[config.mk]
export PLATFORM = sky130hd
export DESIGN_NAME = display_sequencer
export DESIGN_NICKNAME = d
export VERILOG_FILES = /design/src/rtl/display_sequencer.sv
export SDC_FILE = /design/constraint.sdc
export NUM_CORES = 1
export LEC_CHECK = 0
export ABC_CLOCK_PERIOD_IN_PS = 1950
export CORE_MARGIN = 2
export CORE_UTILIZATION = 40
export DETAILED_ROUTE_END_ITERATION = 12
export PLACE_DENSITY = 0.62
export SETUP_SLACK_MARGIN = 0.15
export SLEW_MARGIN = 20
export SYNTH_ARGS = -nofsm -noshare
export SYNTH_HDL_FRONTEND = slang
export SYNTH_SLANG_ARGS = --single-unit
export TNS_END_PERCENT = 1
[constraint.sdc]
create_clock -name CLK100MHZ -period 1.95 [get_ports CLK100MHZ]
set_input_delay 0.195 -clock CLK100MHZ [delete_from_list [all_inputs] [get_ports CLK100MHZ]]
set_output_delay 0.195 -clock CLK100MHZ [all_outputs]
set_load 0.01 [all_outputs]
[src/rtl/display_sequencer.sv]
// Display-mux selector: steps through SET/AVE/MIN/MAX on debounced button presses
// (MANUAL) or on a dwell timer (AUTO), skipping MIN/MAX while statistics are invalid.
module display_sequencer #(
    parameter int TICK_DIV    = 100000,
    parameter int DWELL_MS    = 2000,
    parameter int DEBOUNCE_MS = 20
) (
    input  logic       CLK100MHZ,
    input  logic       reset,
    input  logic       btn_next,
    input  logic       auto_en,
    input  logic       stats_valid,
    output logic [1:0] sel,
    output logic       sel_change,
    output logic       auto_mode
);

    localparam int PRE_W = (TICK_DIV > 1) ? $clog2(TICK_DIV) : 1;
    localparam int DWL_W = (DWELL_MS > 1) ? $clog2(DWELL_MS) : 1;
    localparam int DEB_W = (DEBOUNCE_MS > 1) ? $clog2(DEBOUNCE_MS) : 1;

    localparam logic [PRE_W-1:0] PRE_LAST = PRE_W'(TICK_DIV - 1);
    localparam logic [DWL_W-1:0] DWL_LAST = DWL_W'(DWELL_MS - 1);
    localparam logic [DEB_W-1:0] DEB_LAST = DEB_W'(DEBOUNCE_MS - 1);

    typedef enum logic {
        MANUAL = 1'b0,
        AUTO   = 1'b1
    } state_t;

    state_t             state;
    state_t             state_next;
    logic               btn_sync_p0;
    logic               btn_sync_p1;
    logic               auto_sync_p0;
    logic               auto_sync_p1;
    logic [PRE_W-1:0]   prescale;
    logic               tick;
    logic               btn_level;
    logic [DEB_W-1:0]   stable_cnt;
    logic               press;
    logic [DWL_W-1:0]   dwell;
    logic [DWL_W-1:0]   dwell_next;
    logic [1:0]         sel_next;

    // Without valid statistics the rotation collapses to SET <-> AVE.
    function automatic logic [1:0] nxt_slot(input logic [1:0] s, input logic valid);
        logic [1:0] n;
        n = s + 2'd1;
        if (!valid && n[1]) begin
            n = 2'b00;
        end
        return n;
    endfunction

    // Stage p0/p1: two-flop synchronizers for the asynchronous board inputs
    always_ff @(posedge CLK100MHZ) begin
        if (reset) begin
            btn_sync_p0  <= 1'b0;
            btn_sync_p1  <= 1'b0;
            auto_sync_p0 <= 1'b0;
            auto_sync_p1 <= 1'b0;
        end else begin
            btn_sync_p0  <= btn_next;
            btn_sync_p1  <= btn_sync_p0;
            auto_sync_p0 <= auto_en;
            auto_sync_p1 <= auto_sync_p0;
        end
    end

    assign tick = (prescale == PRE_LAST);

    always_ff @(posedge CLK100MHZ) begin
        if (reset) begin
            prescale <= '0;
        end else if (tick) begin
            prescale <= '0;
        end else begin
            prescale <= prescale + 1'b1;
        end
    end

    // A new level must be seen on DEBOUNCE_MS consecutive ticks before it is accepted.
    always_ff @(posedge CLK100MHZ) begin
        if (reset) begin
            btn_level  <= 1'b0;
            stable_cnt <= '0;
        end else if (tick) begin
            if (btn_sync_p1 != btn_level) begin
                if (stable_cnt == DEB_LAST) begin
                    btn_level  <= ~btn_level;
                    stable_cnt <= '0;
                end else begin
                    stable_cnt <= stable_cnt + 1'b1;
                end
            end else begin
                stable_cnt <= '0;
            end
        end
    end

    // The press fires on the same tick as the 0->1 flip so it can coincide with dwell expiry.
    assign press = tick && btn_sync_p1 && !btn_level && (stable_cnt == DEB_LAST);

    always_comb begin
        state_next = state;
        sel_next   = sel;
        dwell_next = dwell;

        if (!stats_valid && sel[1]) begin
            sel_next   = 2'b00;
            dwell_next = '0;
        end else if (press) begin
            sel_next   = nxt_slot(sel, stats_valid);
            dwell_next = '0;
        end else if (state == AUTO && tick) begin
            if (dwell == DWL_LAST) begin
                sel_next   = nxt_slot(sel, stats_valid);
                dwell_next = '0;
            end else begin
                dwell_next = dwell + 1'b1;
            end
        end

        if (state == MANUAL) begin
            dwell_next = '0;
            if (auto_sync_p1) begin
                state_next = AUTO;
            end
        end else if (!auto_sync_p1) begin
            state_next = MANUAL;
        end
    end

    // Stage p2: mode, selector and dwell registers
    always_ff @(posedge CLK100MHZ) begin
        if (reset) begin
            state      <= MANUAL;
            sel        <= 2'b00;
            sel_change <= 1'b0;
            dwell      <= '0;
        end else begin
            state      <= state_next;
            sel        <= sel_next;
            sel_change <= (sel_next != sel);
            dwell      <= dwell_next;
        end
    end

    assign auto_mode = (state == AUTO);

endmodule

**Run 1: clock routing**

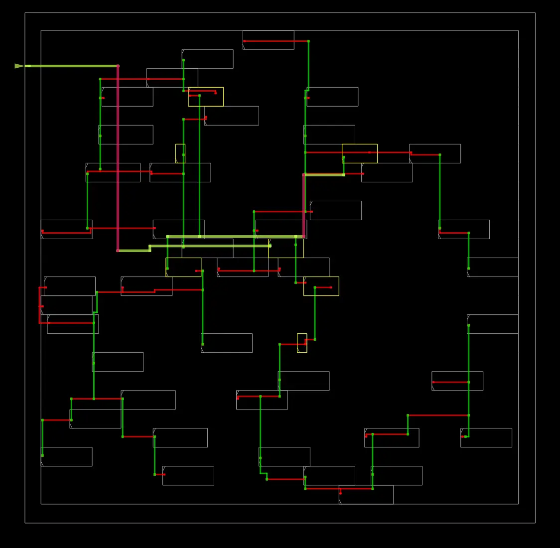
number of buffers added by the clock tree synthesis step: 5
Worst-Skew Late Latency: 0.29 ns
clock group power: 0.522 mW
clk sink count: 42

**Run 1: pin placement**

(4 px per um) Pins as bars across the die edge, other pins in grey.
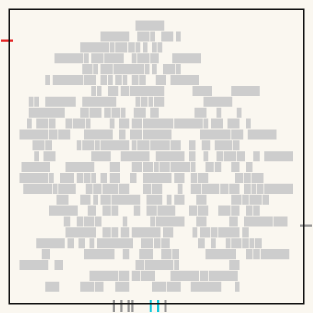
| port | colour | pins | direction | edge |
|---|---|---|---|---|
| sel | cyan | 2 | output | south |
| CLK100MHZ | red | 1 | input | west |
all pins by edge: 7 south, 1 west, 1 east
number of buffers inserted by port buffering: 8
horizontal die dimension: 73.3 um
die outline height: 73.3 um

**Run 1: wiring by layer**

(4 px per um)
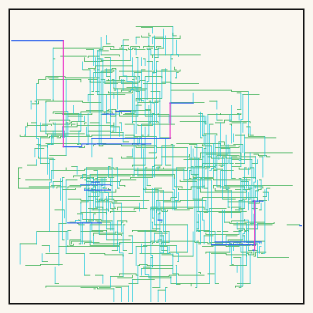
| layer | colour | wire length |
|---|---|---|
| met2 | cyan | 1830 um |
| met4 | magenta | 47.6 um |
| met1 | green | 1970 um |
| met3 | blue | 118 um |
all-layer global routing usage: 0.167
total detailed-routing wirelength: 3970 um
average wire per standard cell: 12.7 um

==> run 1: cell type report <==
| type | count | area, um^2 | area share |
|---|---|---|---|
| inverters | 4 | 15.0 | 0.00621 |
| flip-flops and latches | 42 | 853 | 0.353 |
| repair buffers | 35 | 299 | 0.124 |
| multi-input cells | 172 | 1100 | 0.457 |
| well taps | 54 | 67.6 | 0.0280 |
| clock buffers | 7 | 76.3 | 0.0316 |
==> run 1: power by group <==
part	switching, mW	internal, mW
logic	0.0237	0.0276
clock network	0.275	0.247
registers	0.00924	0.866
==> run 1: state kept, by name (all words and copies together), names as in the netlist <==
name          flops
auto_mode         1
sel               2
btn_level         1
prescale         17
auto_sync_p1      1
btn_sync_p1       1
stable_cnt        5
btn_sync_p0       1
sel_change        1
dwell            11
auto_sync_p0      1
==> PnR_summary.wiki, run 1 <==
== Implementation results ==
{| class="wikitable"
! Metric !! Value
|-
| Type of the setup path with the least slack || reg -> reg
|-
| Floorplan row count || 25
|-
| # H-tree levels || 2
|-
| Count of synthesis-stage warnings from yosys || 0
|-
| Chip footprint || 0.00537 mm^2
|-
| Post-synthesis cell type with the largest combined area || sky130_fd_sc_hd__dfxtp_1
|-
| Total count of hold-check failures in the final report || 0
|-
| Complex Gates by Area || 0.0802
|-
| Detailed Place HPWL || 2700 um
|-
| First-pass GRT wire length || 7020 um
|-
| Core footprint || 0.00466 mm^2
|-
| Setup repair after global routing missed its margin || true
|-
| Final global-route overflow total || 0
|-
| Crit path arrival time || 2.02 ns
|-
| Most heavily used metal layer in global routing || met2
|-
| Mapped Avg Cell Area || 8.61 um^2
|-
| Boundary Pins || 9
|-
| Critical hold path startpoint || auto_sync_p1$_SDFF_PP0_
|-
| Max Clk Rate || 0.554 GHz
|-
| Area growth from synthesis to layout || 25.9%
|-
| Register bit total from synthesis || 42
|-
| Via count of the first global-routing pass || 1579
|-
| Via count || 1660
|-
| Fraction of the cycle the final worst path needs || 0.925
|-
| Root Buffer Master || sky130_fd_sc_hd__clkbuf_8
|-
| Outcome || finished, final reports clean
|-
| Share of layout cells above drive strength 1 || 0.208
|-
| Slowest cell on crit path || sky130_fd_sc_hd__or4_1
|-
| Met2 track utilization from global routing || 0.262
|-
| Final Setup Violations || 0
|-
| Detailed route wirelength on metal3 || 117 um
|-
| Total design power || 1.45 mW
|-
| Clock-pin slew of the registers on the worst-case setup and hold paths || 0.08 ns
|-
| Post-route insts no fill || 314
|-
| Initial DRT Pass Iterations || 5
|-
| CTS tree || done
|-
| Kind of start point of the critical path || flop
|-
| Synth Seq Share || 0.438
|-
| Max-slew headroom || 0.763
|-
| Worst setup skew after layout || 0.00812 ns
|-
| Count leader, synth || sky130_fd_sc_hd__dfxtp_1
|-
| Adder-cell area share of the yosys netlist || 0.0196
|-
| Number of setup buffers added after CTS || 8
|-
| Share of flip-flops with an asynchronous set or reset after synthesis || 0
|-
| Maximum fanout encountered on the critical timing path || 8
|-
| Simple-Gate Fraction of Synth Area || 0.342
|-
| Pin slew with the least headroom to its limit || 0.352 ns
|-
| Count of buffering cells on the critical path with inverters included || 0
|-
| Buffers from clock root to sink, at most || 2
|-
| Global placement routability congestion || 0.829
|-
| Count of max-cap constraint violations || 0
|-
| Portion of netlist area occupied by mux cells || 0.00522
|-
| Hold path depth || 1
|-
| Crit-path max cell delay || 0.42 ns
|-
| Largest logic family || simple AND/OR/NAND/NOR gates
|-
| Reg-to-reg setup timing slack || 0.15 ns
|-
| Class of the worst hold path || reg -> reg
|-
| Crit path cell chain || nor4b_4 > nand4_4 > or2_4 > or4_1 > a211oi_2
|-
| Global routing met3 resource utilization || 0.0453
|-
| Reg2Reg Depth || 5
|-
| Number of logic stages on the critical path including buffering || 5
|-
| Family with the most delay on the worst path || simple AND/OR/NAND/NOR gates
|-
| Post-route standard cell area excluding fillers || 0.00242 mm^2
|-
| Routed wire length on met2 || 1830 um
|-
| Required time at the endpoint of the critical path || 2.16 ns
|-
| Utilization after layout || 0.518
|-
| Number of inserted diodes || 0
|-
| Pin count of the biggest net entering global routing || 18
|-
| Dpl cells || 295
|-
| Endpoint class of the critical path || flop
|-
| Filler cell count in the final layout || 420
|-
| Setup tns final || 0 ns
|-
| Max-slew violation total from the final report || 0
|-
| Worst setup startpoint || prescale[12]$_SDFF_PP0_
|-
| Count of cells resized by post-cts repair || 7
|-
| Cell leakage power || 0.803 nW
|-
| Antenna-violating nets left || 0
|-
| Instance area after placement || 0.00220 mm^2
|-
| Unique cell types || 38
|-
| EDFF count, synth || 0
|-
| Hold WS || 0.437 ns
|-
| Capturing element of the worst setup path || sel[1]$_SDFF_PP0_
|-
| Reg-to-Reg End || sel[1]$_SDFF_PP0_
|-
| Most frequently used flop master after synthesis || sky130_fd_sc_hd__dfxtp_1
|-
| Ranking of synthesized cells by instance count || sky130_fd_sc_hd__dfxtp_1, sky130_fd_sc_hd__nor2_1, sky130_fd_sc_hd__nand3_1, sky130_fd_sc_hd__a21oi_1
|-
| Net Count, Synth || 231
|-
| Worst-case vdd ir drop || 348 uV
|-
| Number of standard cells reported by yosys || 223
|-
| Post-Place Setup Slack || 0.0762 ns
|-
| Effective utilization at floorplan || 0.412
|-
| Hold-fix buffers, CTS || 0
|-
| Grt met1 use || 0.220
|-
| Vias per Instance || 5.29
|-
| DRC errors left || 0
|-
| Most used cells in the layout excluding fill and tap cells || sky130_fd_sc_hd__nor2_1, sky130_fd_sc_hd__dfxtp_1, sky130_fd_sc_hd__buf_4
|-
| Violation count after the first detailed-route iteration || 53
|-
| OpenROAD warnings || 29
|-
| Final worst path period need || 1.80 ns
|-
| Total number of nets in the final design || 268
|-
| Main area contributors || sky130_fd_sc_hd__dfxtp_1, sky130_fd_sc_hd__nor2_1, sky130_fd_sc_hd__xnor2_1, sky130_fd_sc_hd__nand3_1, sky130_fd_sc_hd__a21oi_1
|}
==> run 2, diff against run 1 <==
--- a/config.mk
+++ b/config.mk
@@ -6,10 +6,10 @@
 export NUM_CORES = 1
 export LEC_CHECK = 0
 export ABC_CLOCK_PERIOD_IN_PS = 1950
-export CORE_MARGIN = 2
 export CORE_UTILIZATION = 40
 export DETAILED_ROUTE_END_ITERATION = 12
-export PLACE_DENSITY = 0.62
+export DONT_BUFFER_PORTS = 1
+export PLACE_DENSITY = 0.59
 export SETUP_SLACK_MARGIN = 0.15
 export SLEW_MARGIN = 20
 export SYNTH_ARGS = -nofsm -noshare
**Run 2: clock routing**

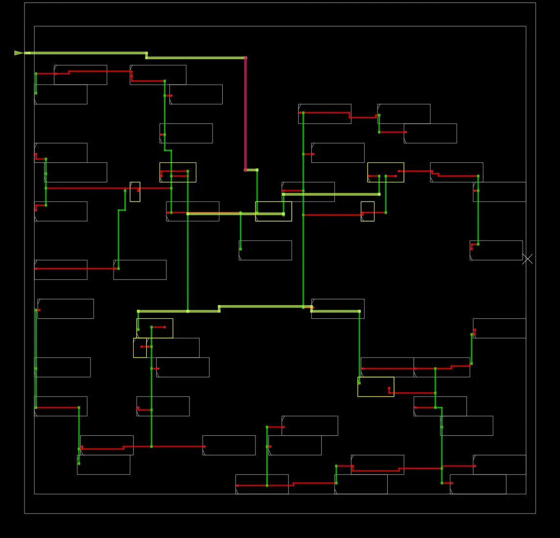
sequential cell count: 42
worst setup skew after layout: 0.0108 ns
clock buffer instance count of the final layout: 6
Worst-Skew Late Latency: 0.30 ns

**Run 2: wiring by layer**

(4 px per um)
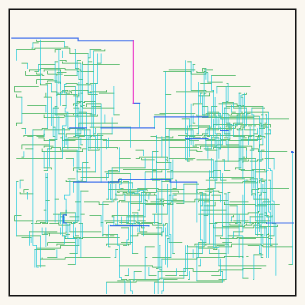
average wire per standard cell: 13.0 um
total detailed-routing wirelength: 3910 um
via count: 1595

==> PnR_summary.wiki, run 2 <==
== Implementation results ==
{| class="wikitable"
! Metric !! Value
|-
| Outcome || finished, violations left
|-
| Violations in the final reports || design-rule violations, negative hold slack
|-
| Count of synthesis-stage warnings from yosys || 0 (unchanged)
|-
| Floorplan row count || 24 (-4.0%)
|-
| Pin slew with the least headroom to its limit || 0.339 ns (-0.0124 ns)
|-
| Setup repair after global routing missed its margin || true
|-
| OpenROAD warnings || 31 (+6.9%)
|-
| Clock group power || 0.538 mW (+3%)
|-
| Flip-flop count of the largest register after layout || 17 (unchanged)
|-
| Kind of start point of the critical path || flop
|-
| Final global-route overflow total || 0 (unchanged)
|-
| Reg2Reg Depth || 6 (+1)
|-
| Slowest cell on crit path || sky130_fd_sc_hd__or4_1
|-
| DRC errors left || 1 (+1)
|-
| Type of the setup path with the least slack || reg -> reg
|-
| Cell leakage power || 0.755 nW (-5.9%)
|-
| Instance area after placement || 0.00210 mm^2 (-4.7%)
|-
| Antenna-violating nets left || 0 (unchanged)
|-
| Number of setup buffers added after CTS || 0 (-8)
|-
| Xor-xnor portion of the synthesized cell area || 0.0913
|-
| Share of layout cells above drive strength 1 || 0.188 (-0.0197)
|-
| Share of flip-flops with an asynchronous set or reset after synthesis || 0 (unchanged)
|-
| Total count of hold-check failures in the final report || 8 (+8)
|-
| Worst min-delay path endpoint || stable_cnt[0]$_SDFFE_PP0N_
|-
| Reg-to-Reg End || sel[1]$_SDFF_PP0_
|-
| Horizontal die dimension || 71.3 um (-2.7%)
|-
| Power density normalized to cell area || 632 mW/mm^2
|-
| Crit-path max cell delay || 0.49 ns (+0.07 ns)
|-
| Filler cell count in the final layout || 430 (+2.4%)
|-
| Setup tns final || 0 ns (unchanged)
|-
| Internal power component || 1.13 mW (-0.47%)
|-
| Mapped Avg Cell Area || 8.61 um^2 (unchanged)
|-
| Number of inserted diodes || 0 (unchanged)
|-
| Maximum fanout encountered on the critical timing path || 5 (-3)
|-
| Top cell excl fill/tap || sky130_fd_sc_hd__dfxtp_1
|-
| Required time at the endpoint of the critical path || 2.17 ns (about the same)
|-
| Adder-cell area share of the yosys netlist || 0.0196 (unchanged)
|-
| Register bit total from synthesis || 42 (unchanged)
|-
| All-layer global routing usage || 0.171 (+0.00386)
|-
| Most used cells in the layout excluding fill and tap cells || sky130_fd_sc_hd__dfxtp_1, sky130_fd_sc_hd__nor2_1, sky130_fd_sc_hd__buf_4
|-
| Top Registers || prescale: 17 flops, dwell: 11 flops, stable_cnt: 5 flops
|-
| Chip footprint || 0.00508 mm^2 (-5.4%)
|-
| Global placement routability congestion || 0.798 (-3.7%)
|-
| Total design power || 1.45 mW (+0.23%)
|-
| EDFF count, synth || 0 (unchanged)
|-
| Number of logic stages on the critical path including buffering || 6 (+1)
|-
| Root Buffer Master || sky130_fd_sc_hd__clkbuf_8
|-
| Boundary Pins || 9 (unchanged)
|-
| Dpl cells || 284 (-3.7%)
|-
| Max power group || sequential cells
|-
| Vias per Instance || 5.28 (about the same)
|-
| Reg-to-reg setup timing slack || 0.09 ns (-0.05 ns)
|-
| Post-route standard cell area excluding fillers || 0.00230 mm^2 (-4.9%)
|-
| Portion of netlist area occupied by mux cells || 0.00522 (unchanged)
|-
| Net switching fraction of the power || 0.218 (+0.00548)
|-
| Net Count, Synth || 231 (unchanged)
|-
| Clock-pin slew of the registers on the worst-case setup and hold paths || 0.08 ns (about the same)
|-
| Count leader, synth || sky130_fd_sc_hd__dfxtp_1
|-
| Summed instance area of the synthesized netlist || 0.00192 mm^2
|-
| Summed standard-cell area reported by yosys || 0.00192 mm^2
|-
| Hold WS || -0.0446 ns (-0.481 ns)
|-
| P_seq || 0.875 mW (about the same)
|-
| Number of standard cells after synthesis || 223
|-
| Worst setup startpoint || dwell[0]$_SDFFE_PP0N_
|-
| Unique cell types || 38 (unchanged)
|-
| Max-slew violation total from the final report || 0 (unchanged)
|-
| Pin count of the biggest net entering global routing || 18 (unchanged)
|-
| Family with the most delay on the worst path || simple AND/OR/NAND/NOR gates
|-
| Crit path arrival time || 2.08 ns (+0.06 ns)
|-
| Capturing element of the worst setup path || sel[1]$_SDFF_PP0_
|-
| Power spent charging and discharging nets || 0.317 mW (+2.8%)
|-
| CTS tree || done
|-
| Post-route setup slack || 0.0921 ns
|-
| Post-route insts no fill || 302 (-3.8%)
|-
| Total number of nets in the final design || 257 (-4.1%)
|-
| Proportion of power drawn by flip-flops and latches || 0.603 (about the same)
|-
| Top cell type's share of synthesized area || 0.438
|-
| Class of the worst hold path || in -> reg
|-
| Logic power comb || 0.0390 mW (-24%)
|-
| Via count of the first global-routing pass || 1533 (-2.9%)
|-
| First-pass GRT wire length || 6780 um (-3.4%)
|-
| Critical hold path startpoint || reset
|-
| Worst flop-to-flop path startpoint || dwell[0]$_SDFFE_PP0N_
|-
| Most frequently used flop master after synthesis || sky130_fd_sc_hd__dfxtp_1
|-
| Fraction of the cycle the final worst path needs || 0.953 (+0.0273)
|-
| Complex Gates by Area || 0.0802 (unchanged)
|-
| # H-tree levels || 2 (unchanged)
|-
| Number of buffers added by the clock tree synthesis step || 5 (unchanged)
|-
| Largest logic family || simple AND/OR/NAND/NOR gates
|-
| Count of cells resized by post-cts repair || 1 (-6)
|-
| Synth Seq Share || 0.438 (unchanged)
|-
| Final worst path period need || 1.86 ns (+0.0533 ns)
|-
| Number of standard cells reported by yosys || 223 (unchanged)
|-
| Crit path cell chain || ha_4 > nand4_1 > nor4_2 > nor2_2 > or4_1 > a211oi_2
|-
| Final Setup Violations || 0 (unchanged)
|-
| Portion of total power attributed to the clock network || 0.370 (+0.010)
|-
| Detailed Place HPWL || 2730 um (+1.0%)
|-
| Simple-Gate Fraction of Synth Area || 0.342 (unchanged)
|-
| Hold path depth || 1 (unchanged)
|-
| Post-synthesis cell type with the largest combined area || sky130_fd_sc_hd__dfxtp_1
|-
| Max Clk Rate || 0.538 GHz (-2.9%)
|-
| Hold-fix buffers, CTS || 5 (+5)
|-
| Count of buffering cells on the critical path with inverters included || 0 (unchanged)
|-
| Ranking of synthesized cells by instance count || sky130_fd_sc_hd__dfxtp_1, sky130_fd_sc_hd__nor2_1, sky130_fd_sc_hd__nand3_1, sky130_fd_sc_hd__a21oi_1
|-
| Effective utilization at floorplan || 0.429 (+0.0172)
|-
| Violation count after the first detailed-route iteration || 71 (+34%)
|-
| Post-Place Setup Slack || 0.0478 ns (-0.0285 ns)
|-
| Area growth from synthesis to layout || 19.8%
|-
| Register with the highest flop count || prescale
|-
| Initial DRT Pass Iterations || 8 (+3)
|-
| Worst-case vdd ir drop || 454 uV (+30%)
|-
| Power share of the combinational group || 0.027 (-0.008)
|-
| Count of max-cap constraint violations || 0 (unchanged)
|-
| Endpoint class of the critical path || flop
|-
| Buffers from clock root to sink, at most || 2 (unchanged)
|-
| Max-slew headroom || 0.772 (+0.00837)
|-
| Die outline height || 71.3 um (-2.7%)
|-
| Main area contributors || sky130_fd_sc_hd__dfxtp_1, sky130_fd_sc_hd__nor2_1, sky130_fd_sc_hd__xnor2_1, sky130_fd_sc_hd__nand3_1, sky130_fd_sc_hd__a21oi_1
|-
| Clk sink count || 42 (unchanged)
|-
| Number of buffers inserted by port buffering || 0 (-8)
|}
**Run 2: placement by cell class**

(4 px per um)
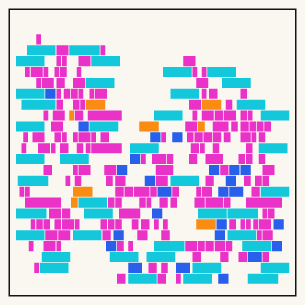
| class | colour | cells | share of their area |
|---|---|---|---|
| clock drivers and dummy loads | orange | 8 | 3.7% |
| flip-flops | cyan | 42 | 38% |
| other buffers and delay cells | blue | 25 | 9.0% |
| all other logic | magenta | 175 | 49% |
core footprint: 0.00447 mm^2
utilization after layout: 0.514

[run 2: netlist changes by cell type in the layout (fill, tap and decap cells not counted), sizes merged]
cell and change:
dlygate4sd3 +5, clkdlybuf4s50 -8, clkbuf -1, clkinv +2, buf -7, or2 -1
[run 2: area by class of cell]
type                            instances  area, um^2  share of cell area
Multi-Input combinational cell        171        1080               0.471
Tap cell                               52        65.1              0.0283
Clock buffer                            6        72.6              0.0316
Sequential cell                        42         852               0.371
Inverter                                4        15.0             0.00653
Clock inverter                          2        10.0             0.00435
Timing Repair Buffer                   25         200              0.0871
[run 2: routing by layer]
layer | global-route usage | share of wire | vias up
met5 | 0 | 0 | -
met4 | 0.0467 | 0.0038 | 0
met3 | 0.0506 | 0.031 | 2
met2 | 0.297 | 0.49 | 20
met1 | 0.205 | 0.48 | 743
li1 | - | - | 830
==> run 3, diff against run 2 <==
--- a/config.mk
+++ b/config.mk
@@ -6,9 +6,12 @@
 export NUM_CORES = 1
 export LEC_CHECK = 0
 export ABC_CLOCK_PERIOD_IN_PS = 1950
+export CORE_ASPECT_RATIO = 0.5
+export CORE_MARGIN = 10
 export CORE_UTILIZATION = 40
 export DETAILED_ROUTE_END_ITERATION = 12
 export DONT_BUFFER_PORTS = 1
+export GPL_TIMING_DRIVEN = 0
 export PLACE_DENSITY = 0.59
 export SETUP_SLACK_MARGIN = 0.15
 export SLEW_MARGIN = 20
**Run 3: placement by cell class**

(3 px per um)
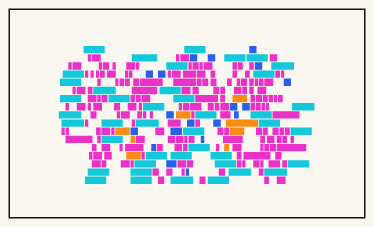
| class | colour | cells | share of their area |
|---|---|---|---|
| clock drivers and dummy loads | orange | 8 | 4.8% |
| flip-flops | cyan | 42 | 37% |
| all other logic | magenta | 175 | 52% |
| other buffers and delay cells | blue | 19 | 6.0% |
core footprint: 0.00451 mm^2
register share of the cell area: 0.361
floorplan row count: 17

**Run 3: pin placement**

(4 px per um) Pins as bars across the die edge, other pins in grey.
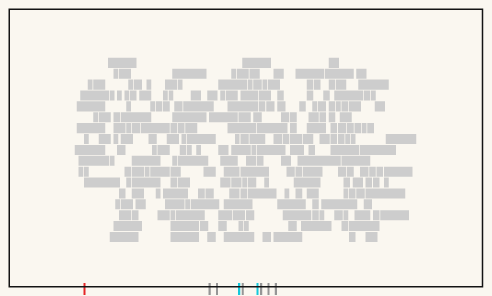
| port | colour | pins | direction | edge |
|---|---|---|---|---|
| sel | cyan | 2 | output | south |
| CLK100MHZ | red | 1 | input | south |
number of buffers inserted by port buffering: 0
die outline height: 69.0 um
horizontal die dimension: 118 um

==> PnR_summary.wiki, run 3 <==
== Implementation results ==
{| class="wikitable"
! Metric !! Value
|-
| Outcome || finished, final reports clean
|-
| Ranking of synthesized cells by instance count || sky130_fd_sc_hd__dfxtp_1, sky130_fd_sc_hd__nor2_1, sky130_fd_sc_hd__nand3_1, sky130_fd_sc_hd__a21oi_1
|-
| Type of the setup path with the least slack || reg -> reg
|-
| Maximum fanout encountered on the critical timing path || 10 (+5)
|-
| Share of layout cells above drive strength 1 || 0.225 (+0.0374)
|-
| # H-tree levels || 2 (unchanged)
|-
| Antenna-violating nets left || 0 (unchanged)
|-
| Global placement routability congestion || 0.797 (about the same)
|-
| Max Clk Rate || 0.536 GHz (-0.42%)
|-
| Post-Place Setup Slack || -0.252 ns (-0.299 ns)
|-
| Post-route setup slack || 0.0842 ns (-0.00784 ns)
|-
| Fraction of the cycle the final worst path needs || 0.957 (+0.00402)
|-
| Total detailed-routing wirelength || 3950 um (+0.97%)
|-
| Vias per Instance || 5.16 (-2.3%)
|-
| Top Registers || prescale: 17 flops, dwell: 11 flops, stable_cnt: 5 flops
|-
| Post-synthesis cell type with the largest combined area || sky130_fd_sc_hd__dfxtp_1
|-
| Violation count after the first detailed-route iteration || 51 (-28%)
|-
| Detailed Place HPWL || 2630 um (-3.9%)
|-
| Main area contributors || sky130_fd_sc_hd__dfxtp_1, sky130_fd_sc_hd__nor2_1, sky130_fd_sc_hd__xnor2_1, sky130_fd_sc_hd__nand3_1, sky130_fd_sc_hd__a21oi_1
|-
| All-layer global routing usage || 0.0996 (-0.0712)
|-
| Count of max-cap constraint violations || 0 (unchanged)
|-
| Top cell type's share of synthesized area || 0.438 (unchanged)
|-
| Setup tns final || 0 ns (unchanged)
|-
| Boundary Pins || 9 (unchanged)
|-
| Number of standard cells reported by yosys || 223 (unchanged)
|-
| Root Buffer Master || sky130_fd_sc_hd__clkbuf_8
|-
| Grt met1 use || 0.122 (-0.0828)
|-
| Worst setup skew after layout || 0.00659 ns (-0.00419 ns)
|-
| Max-slew violation total from the final report || 0 (unchanged)
|-
| Dpl cells || 289 (+1.8%)
|-
| Crit-path max cell delay || 0.41 ns (-0.08 ns)
|-
| Reg-to-reg setup timing slack || 0.08 ns (about the same)
|-
| Count of synthesis-stage warnings from yosys || 0 (unchanged)
|-
| Net Count, Synth || 231 (unchanged)
|-
| Unique cell types || 38 (unchanged)
|-
| Clk sink count || 42 (unchanged)
|-
| Class of the worst hold path || in -> reg
|-
| Area growth from synthesis to layout || 23.4%
|-
| Highest metal used || met4
|-
| Number of setup buffers added after CTS || 7 (+7)
|-
| Chip footprint || 0.00814 mm^2 (+60%)
|-
| Post-route insts no fill || 310 (+2.6%)
|-
| Clock-pin slew of the registers on the worst-case setup and hold paths || 0.08 ns (about the same)
|-
| Summed instance area of the synthesized netlist || 0.00192 mm^2 (unchanged)
|-
| Hold path depth || 1 (unchanged)
|-
| Instance area after placement || 0.00204 mm^2 (-3.1%)
|-
| Most frequently used flop master after synthesis || sky130_fd_sc_hd__dfxtp_1
|-
| Met2 track utilization from global routing || 0.170 (-0.127)
|-
| Global routing met3 resource utilization || 0.0267 (-0.0239)
|-
| Capturing element of the worst setup path || stable_cnt[3]$_SDFFE_PP0N_
|-
| Number of inserted diodes || 0 (unchanged)
|-
| Most used cells in the layout excluding fill and tap cells || sky130_fd_sc_hd__nor2_1, sky130_fd_sc_hd__dfxtp_1, sky130_fd_sc_hd__nand3_1
|-
| Final Setup Violations || 0 (unchanged)
|-
| Number of logic stages on the critical path including buffering || 6 (unchanged)
|-
| Count of cells resized by post-cts repair || 15 (+14)
|-
| Endpoint class of the critical path || flop
|-
| Hold WS || 0.0293 ns (+0.0739 ns)
|-
| Total design power || 1.59 mW (+9.8%)
|-
| Post-route standard cell area excluding fillers || 0.00237 mm^2 (+3.0%)
|-
| Hold-fix buffers, CTS || 1 (-4)
|-
| Kind of start point of the critical path || flop
|-
| Power density normalized to cell area || 673 mW/mm^2 (+6.5%)
|-
| Worst-case vdd ir drop || 430 uV (-5.4%)
|-
| OpenROAD warnings || 29 (-6.5%)
|-
| Wl on met1 || 1940 um (+4.1%)
|-
| Reg2Reg Depth || 6 (unchanged)
|-
| Total number of nets in the final design || 251 (-2.3%)
|-
| Summed standard-cell area reported by yosys || 0.00192 mm^2 (unchanged)
|-
| Most heavily used metal layer in global routing || met2
|-
| Number of standard cells after synthesis || 223 (unchanged)
|-
| Register with the highest flop count || prescale
|-
| Final global-route overflow total || 0 (unchanged)
|-
| First-pass GRT wire length || 6750 um (-0.40%)
|-
| Pin count of the biggest net entering global routing || 14 (-4)
|-
| Cell leakage power || 0.741 nW (-2.0%)
|-
| Synth Seq Share || 0.438 (unchanged)
|-
| Worst flop-to-flop path startpoint || prescale[12]$_SDFF_PP0_
|-
| Flip-flop count of the largest register after layout || 17 (unchanged)
|-
| Family with the most delay on the worst path || simple AND/OR/NAND/NOR gates
|-
| Slowest cell on crit path || sky130_fd_sc_hd__or4_4
|-
| Filler cell count in the final layout || 426 (-0.93%)
|}
**Run 3: cell area per tile**

(4 px per um) The die is cut into 12 by 7 equal tiles; black is low, pale yellow is high, 0 to 100% covered.
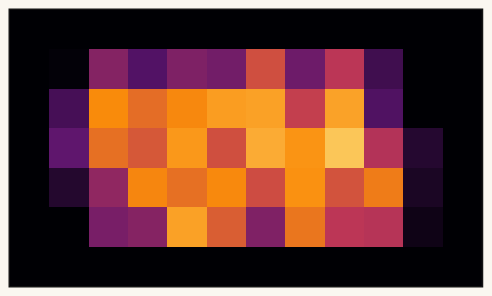
tiles over 75% full: 11%
fullest tile: 88%
densest ninth of the die: centre
nearly empty tiles: 45%
mean over tiles: 28%
utilization after layout: 0.525
effective utilization at floorplan: 0.426

-- run 3: cell families after synthesis --
group,share of synthesized area
xor gates and xnor gates,0.0913
adders and majority gates,0.0196
and+or+nand+nor,0.342
buffers and inverters,0.0235
muxes,0.00522
AOI/OAI and AO/OA,0.0802
DFF,0.438
-- run 3: power by group --
group          total, mW  internal [mW]  switching, mW
sequential         0.876          0.866         0.0104
clock              0.680          0.377          0.303
combinational     0.0372         0.0165         0.0206
-- run 3: cell type report --
class                      count  area, um^2  area share
clock buffer                   5        68.8      0.0291
clock inverter                 3        40.0      0.0169
buffer                         6        36.3      0.0153
inverter                       4        15.0     0.00634
timing repair buffer          13         100      0.0423
sequential                    42         856       0.361
tap                           66        82.6      0.0349
multi-input combinational    171        1170       0.494
Power figures rest on the tool's default switching activity, not on a simulated workload.
